`src/rtl/axis_packet_forwarder_pkg.sv`:
```
// Shared types and constants for the packet forwarder: FSM encoding and
// output FIFO geometry.
package axis_packet_forwarder_pkg;

  typedef enum logic [1:0] {
    FWD_IDLE = 2'd0,
    FWD_RUN  = 2'd1,
    FWD_DONE = 2'd2,
    FWD_GAP  = 2'd3
  } fwd_state_t;

  localparam int FIFO_DEPTH = 3;
  localparam int FIFO_CNT_W = 2;

endpackage

```
`src/rtl/axis_packet_forwarder_fifo3.sv`:
```
// Three-entry shift FIFO. The head lives in entry 0, so it comes straight from
// a register. A push and a pop in the same cycle are legal even when full.
module axis_packet_forwarder_fifo3
  import axis_packet_forwarder_pkg::*;
#(
  parameter int WIDTH = 65
) (
  input  logic                  clk,
  input  logic                  rst,
  input  logic                  push,
  input  logic [WIDTH-1:0]      push_data,
  input  logic                  pop,
  output logic [WIDTH-1:0]      head,
  output logic [FIFO_CNT_W-1:0] count
);

  logic [WIDTH-1:0]      entry_reg  [FIFO_DEPTH];
  logic [WIDTH-1:0]      entry_next [FIFO_DEPTH];
  logic [FIFO_CNT_W-1:0] count_reg, count_next, wr_idx;
  logic                  do_pop, do_push;

  always_comb begin
    do_pop  = pop && (count_reg != '0);
    do_push = push && ((count_reg != FIFO_CNT_W'(FIFO_DEPTH)) || do_pop);
    wr_idx  = do_pop ? count_reg - FIFO_CNT_W'(1) : count_reg;
    for (int i = 0; i < FIFO_DEPTH; i++) entry_next[i] = entry_reg[i];
    if (do_pop) begin
      for (int i = 0; i < FIFO_DEPTH - 1; i++) entry_next[i] = entry_reg[i+1];
    end
    if (do_push) entry_next[wr_idx] = push_data;
    count_next = count_reg;
    if (do_push && !do_pop) count_next = count_reg + FIFO_CNT_W'(1);
    else if (do_pop && !do_push) count_next = count_reg - FIFO_CNT_W'(1);
  end

  generate
    for (genvar gi = 0; gi < FIFO_DEPTH; gi++) begin : g_entry
      always_ff @(posedge clk or posedge rst) begin
        if (rst) entry_reg[gi] <= '0;
        else     entry_reg[gi] <= entry_next[gi];
      end
    end
  endgenerate

  always_ff @(posedge clk or posedge rst) begin
    if (rst) count_reg <= '0;
    else     count_reg <= count_next;
  end

  assign head  = entry_reg[0];
  assign count = count_reg;

endmodule

```
`src/rtl/axis_packet_forwarder.sv`:
```
// Streams one accepted packet out of packet memory as an AXI4-Stream master and
// pulses forwarder_done when the last beat has been taken downstream.
module axis_packet_forwarder
  import axis_packet_forwarder_pkg::*;
#(
  parameter  int SNOOP_FWD_ADDR_WIDTH = 9,
  parameter  int DATA_WIDTH           = 64,
  localparam int PLEN_WIDTH           = SNOOP_FWD_ADDR_WIDTH + 1
) (
  input  logic                            axi_aclk,
  input  logic                            rst,
  input  logic                            ready_for_forwarder,
  input  logic [PLEN_WIDTH-1:0]           len_to_forwarder,
  output logic [SNOOP_FWD_ADDR_WIDTH-1:0] forwarder_rd_addr,
  output logic                            forwarder_rd_en,
  input  logic [DATA_WIDTH-1:0]           forwarder_rd_data,
  output logic                            forwarder_done,
  output logic [DATA_WIDTH-1:0]           m_axis_tdata,
  output logic                            m_axis_tvalid,
  output logic                            m_axis_tlast,
  input  logic                            m_axis_tready
);

  localparam logic [PLEN_WIDTH-1:0] MAX_LEN = {1'b1, {SNOOP_FWD_ADDR_WIDTH{1'b0}}};
  localparam logic [PLEN_WIDTH-1:0] ONE     = PLEN_WIDTH'(1);

  fwd_state_t                      state_reg, state_next;
  logic [PLEN_WIDTH-1:0]           len_reg, issued_reg, ret_idx_reg;
  logic [SNOOP_FWD_ADDR_WIDTH-1:0] last_addr_reg;
  logic                            inflight_reg;
  logic                            issue, start, pop, ret_last;
  logic [FIFO_CNT_W-1:0]           fifo_count;
  logic [FIFO_CNT_W:0]             occupancy;
  logic [DATA_WIDTH:0]             head;

  // Read gating uses only registered occupancy, keeping tready off the rd_en path.
  always_comb begin
    state_next     = state_reg;
    start          = 1'b0;
    forwarder_done = 1'b0;
    occupancy      = {1'b0, fifo_count} + {{FIFO_CNT_W{1'b0}}, inflight_reg};
    issue          = (state_reg == FWD_RUN) && (issued_reg < len_reg) &&
                     (occupancy < (FIFO_CNT_W+1)'(FIFO_DEPTH));
    case (state_reg)
      FWD_IDLE: begin
        if (ready_for_forwarder) begin
          start      = 1'b1;
          state_next = FWD_RUN;
        end
      end
      FWD_RUN: begin
        if (len_reg == '0 || (pop && head[DATA_WIDTH])) state_next = FWD_DONE;
      end
      FWD_DONE: begin
        forwarder_done = 1'b1;
        state_next     = FWD_GAP;
      end
      default: state_next = FWD_IDLE;
    endcase
  end

  always_ff @(posedge axi_aclk or posedge rst) begin
    if (rst) begin
      state_reg     <= FWD_IDLE;
      len_reg       <= '0;
      issued_reg    <= '0;
      ret_idx_reg   <= '0;
      inflight_reg  <= 1'b0;
      last_addr_reg <= '0;
    end else begin
      state_reg    <= state_next;
      inflight_reg <= issue;
      if (start) begin
        len_reg     <= (len_to_forwarder > MAX_LEN) ? MAX_LEN : len_to_forwarder;
        issued_reg  <= '0;
        ret_idx_reg <= '0;
      end else begin
        if (issue)        issued_reg  <= issued_reg + ONE;
        if (inflight_reg) ret_idx_reg <= ret_idx_reg + ONE;
      end
      if (issue) last_addr_reg <= issued_reg[SNOOP_FWD_ADDR_WIDTH-1:0];
    end
  end

  assign ret_last          = (ret_idx_reg == len_reg - ONE);
  assign forwarder_rd_en   = issue;
  assign forwarder_rd_addr = issue ? issued_reg[SNOOP_FWD_ADDR_WIDTH-1:0] : last_addr_reg;

  axis_packet_forwarder_fifo3 #(
    .WIDTH(DATA_WIDTH + 1)
  ) u_fifo (
    .clk      (axi_aclk),
    .rst      (rst),
    .push     (inflight_reg),
    .push_data({ret_last, forwarder_rd_data}),
    .pop      (pop),
    .head     (head),
    .count    (fifo_count)
  );

  assign m_axis_tvalid = (fifo_count != '0);
  assign m_axis_tdata  = head[DATA_WIDTH-1:0];
  assign m_axis_tlast  = m_axis_tvalid & head[DATA_WIDTH];
  assign pop           = m_axis_tvalid & m_axis_tready;

endmodule

```
`config.mk`:
```
export PLATFORM = sky130hd
export DESIGN_NAME = axis_packet_forwarder
export DESIGN_NICKNAME = d
export VERILOG_FILES = /design/src/rtl/axis_packet_forwarder_pkg.sv /design/src/rtl/axis_packet_forwarder_fifo3.sv /design/src/rtl/axis_packet_forwarder.sv
export SDC_FILE = /design/constraint.sdc
export NUM_CORES = 1
export LEC_CHECK = 0
export ABC_AREA = 0
export CORE_MARGIN = 2
export CORE_UTILIZATION = 38
export DETAILED_ROUTE_END_ITERATION = 8
export GPL_TIMING_DRIVEN = 0
export MAX_ROUTING_LAYER = met4
export PLACE_DENSITY = 0.6
export SYNTH_ARGS = -nofsm -noshare
export SYNTH_HDL_FRONTEND = slang
export SYNTH_SLANG_ARGS = --single-unit
```
`constraint.sdc`:
```
create_clock -name axi_aclk -period 9.7 [get_ports axi_aclk]
set_clock_uncertainty 0.15 [all_clocks]
set_input_delay 1.94 -clock axi_aclk [delete_from_list [all_inputs] [get_ports axi_aclk]]
set_output_delay 1.94 -clock axi_aclk [all_outputs]
set_load 0.02 [all_outputs]
```
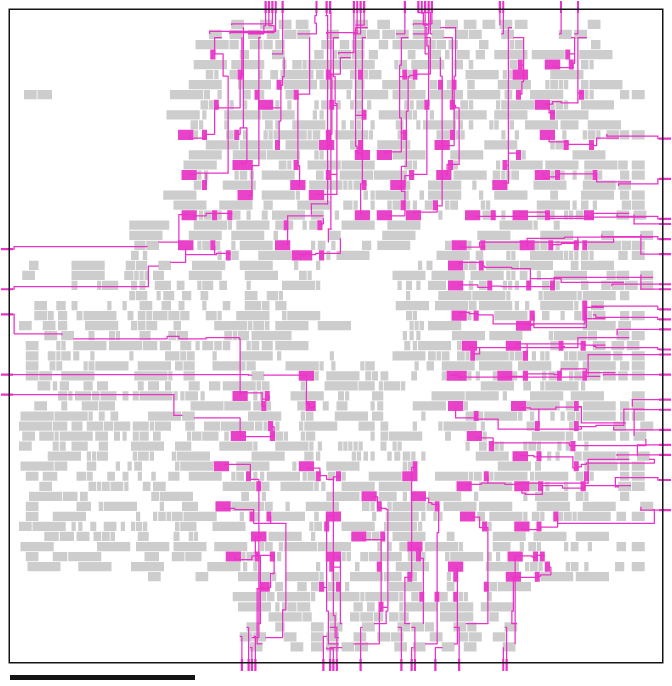
**Above:** nets reached from selected ports.
Scale bar: 50 um.
Key: `forwarder_rd_data` = magenta [bits 64, direction input, edge 22 top, 21 right, 16 bottom, 5 left, end cells 192, wire 3590 um]
I/O Buffers: 154
# IOs: 155

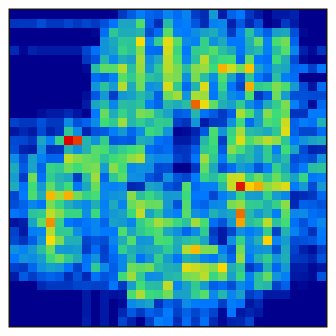
**Above:** signal metal coverage by tile.
The die is cut into 35 by 35 equal tiles; dark blue is low, red is high, scaled to the fullest tile. Values are wire area over tile area, all layers added.
The mean over all tiles is 0.15. The emptiest ninth of the die: top left. The fullest tile reaches 0.52. 15% of the tiles are over half the peak. 15% of the tiles are nearly empty.
GRT Overall Usage: 18.9%
wire per inst: 16.0 um
Vias: 9038
drt total wl: 28700 um

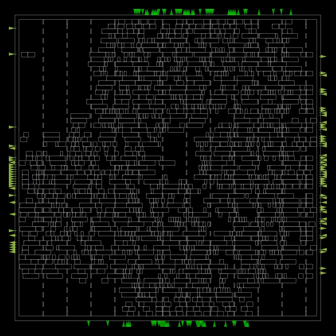
**Above:** cell outlines without signal wires.
n_taps: 390
Seq/total area: 41.9%
Finished Core Util: 48.5%
Finished Layout Cells: 1790

worst max path at each step:
stage,slack [ns],from,to
floorplan,1.05,rst,asynchronous set/reset pin
global placement,-2.37,rst,u_fifo.entry_reg[78]$_DFF_PP0_
detailed placement,4.58,len_reg[4]$_DFFE_PP0P_,forwarder_rd_addr[5]
CTS,4.00,len_reg[4]$_DFFE_PP0P_,forwarder_rd_addr[5]
global route,3.76,u_fifo.count[0]$_DFFE_PP0P_,forwarder_rd_addr[5]
finish,4.01,len_reg[4]$_DFFE_PP0P_,forwarder_rd_addr[5]
metal layers:
metal / GRT usage [%] / up-vias / wire, um
met4: 3.96 / 0 / 477
met3: 3.14 / 39 / 1520
met1: 25.3 / 4431 / 13200
met5: - / - / 0
met2: 30.5 / 208 / 13600
li1: - / 4360 / -
logic make-up (layout without fill, tap and decap cells):
group                    Yosys count  after routing  synth area share, %
AND-OR/OR-AND                    181            181                 10.2
XOR/XNOR                          23             23                 1.78
adder cells (fa/ha/maj)           20             20                 2.21
buffers and inverters            157            360                 7.38
flip-flops                       239            239                 52.8
multiplexers                      76             76                 7.52
other                              0              2                    0
AND/OR/NAND/NOR                  499            499                 18.1
power groups by stage:
stage	combinational, mW	sequential [mW]	clock [mW]
final	1.84	1.67	1.03
after global routing	2.03	1.72	1.09
after CTS	1.86	1.67	1.05
after global placement	1.81	1.67	0
after floorplan	1.30	1.61	0
after detailed placement	1.85	1.69	0
stage by stage:
step	instances	area, sq um	setup WS, ns	TNS, ns
2_1_floorplan	1195	11300	1.05	0
3_3_place_gp	1739	13400	-2.37	-560.99
3_5_place_dp	1740	13400	4.58	0
4_1_cts	1788	14300	4.00	0
5_1_grt	1790	14300	3.76	0
6_report	1790	14300	4.01	0
==> results.txt <==
run metrics: fp util 38.4%, DIE AREA 31200 sq um, Sw Pwr between 1.5 and 2 mW, Hold Violations, Final 0, most numerous logic cell after layout nand2_1, Final #Nets 1477, Crit path largest cell delay 0.55 ns, non-clock inverter count 21, switch share 35.6%, Die X between 150 and 200 um, Distinct cells, synth 51, WS Path Type flop to primary output, pwr dens ~320 nW/um^2, Bufs and invs on worst path 3, endpoint class of the critical path primary output, DR pass1 iterations 5, Min-Delay Startpoint last_addr_reg[1]$_DFF_PP0_, drc violations 0, # fillers 2765, share of cells above drive strength 1 roughly 14%, Mapped Area 11300 sq um, area delta synth->final 26.2%, status complete, no violations, Worst Path Required 7.61 ns, max frequency 176 MHz, R2R Setup Slk 6.50 ns, CTS hold repair buffers 0, part of the cycle the worst path needs 58.6%, vias in the first global route ~8800, CP max FO 10, Non-clock buffer share 16.3%, clkbuf count 38, CP Cell Sequence inv_1 -> ha_1 -> a21o_1 -> a211o_1 -> a21oi_1 -> o31a_1 -> clkbuf_1 -> mux2_2 -> clkdlybuf4s50_1, sequential share of power a little under two fifths, Tmin final 5.69 ns, Top cell area share 52.8%, RSZ-0062 raised after global routing false, Main area contributors dfrtp_1, nand2_1, mux2_2
Power and IR drop assume default switching activity.
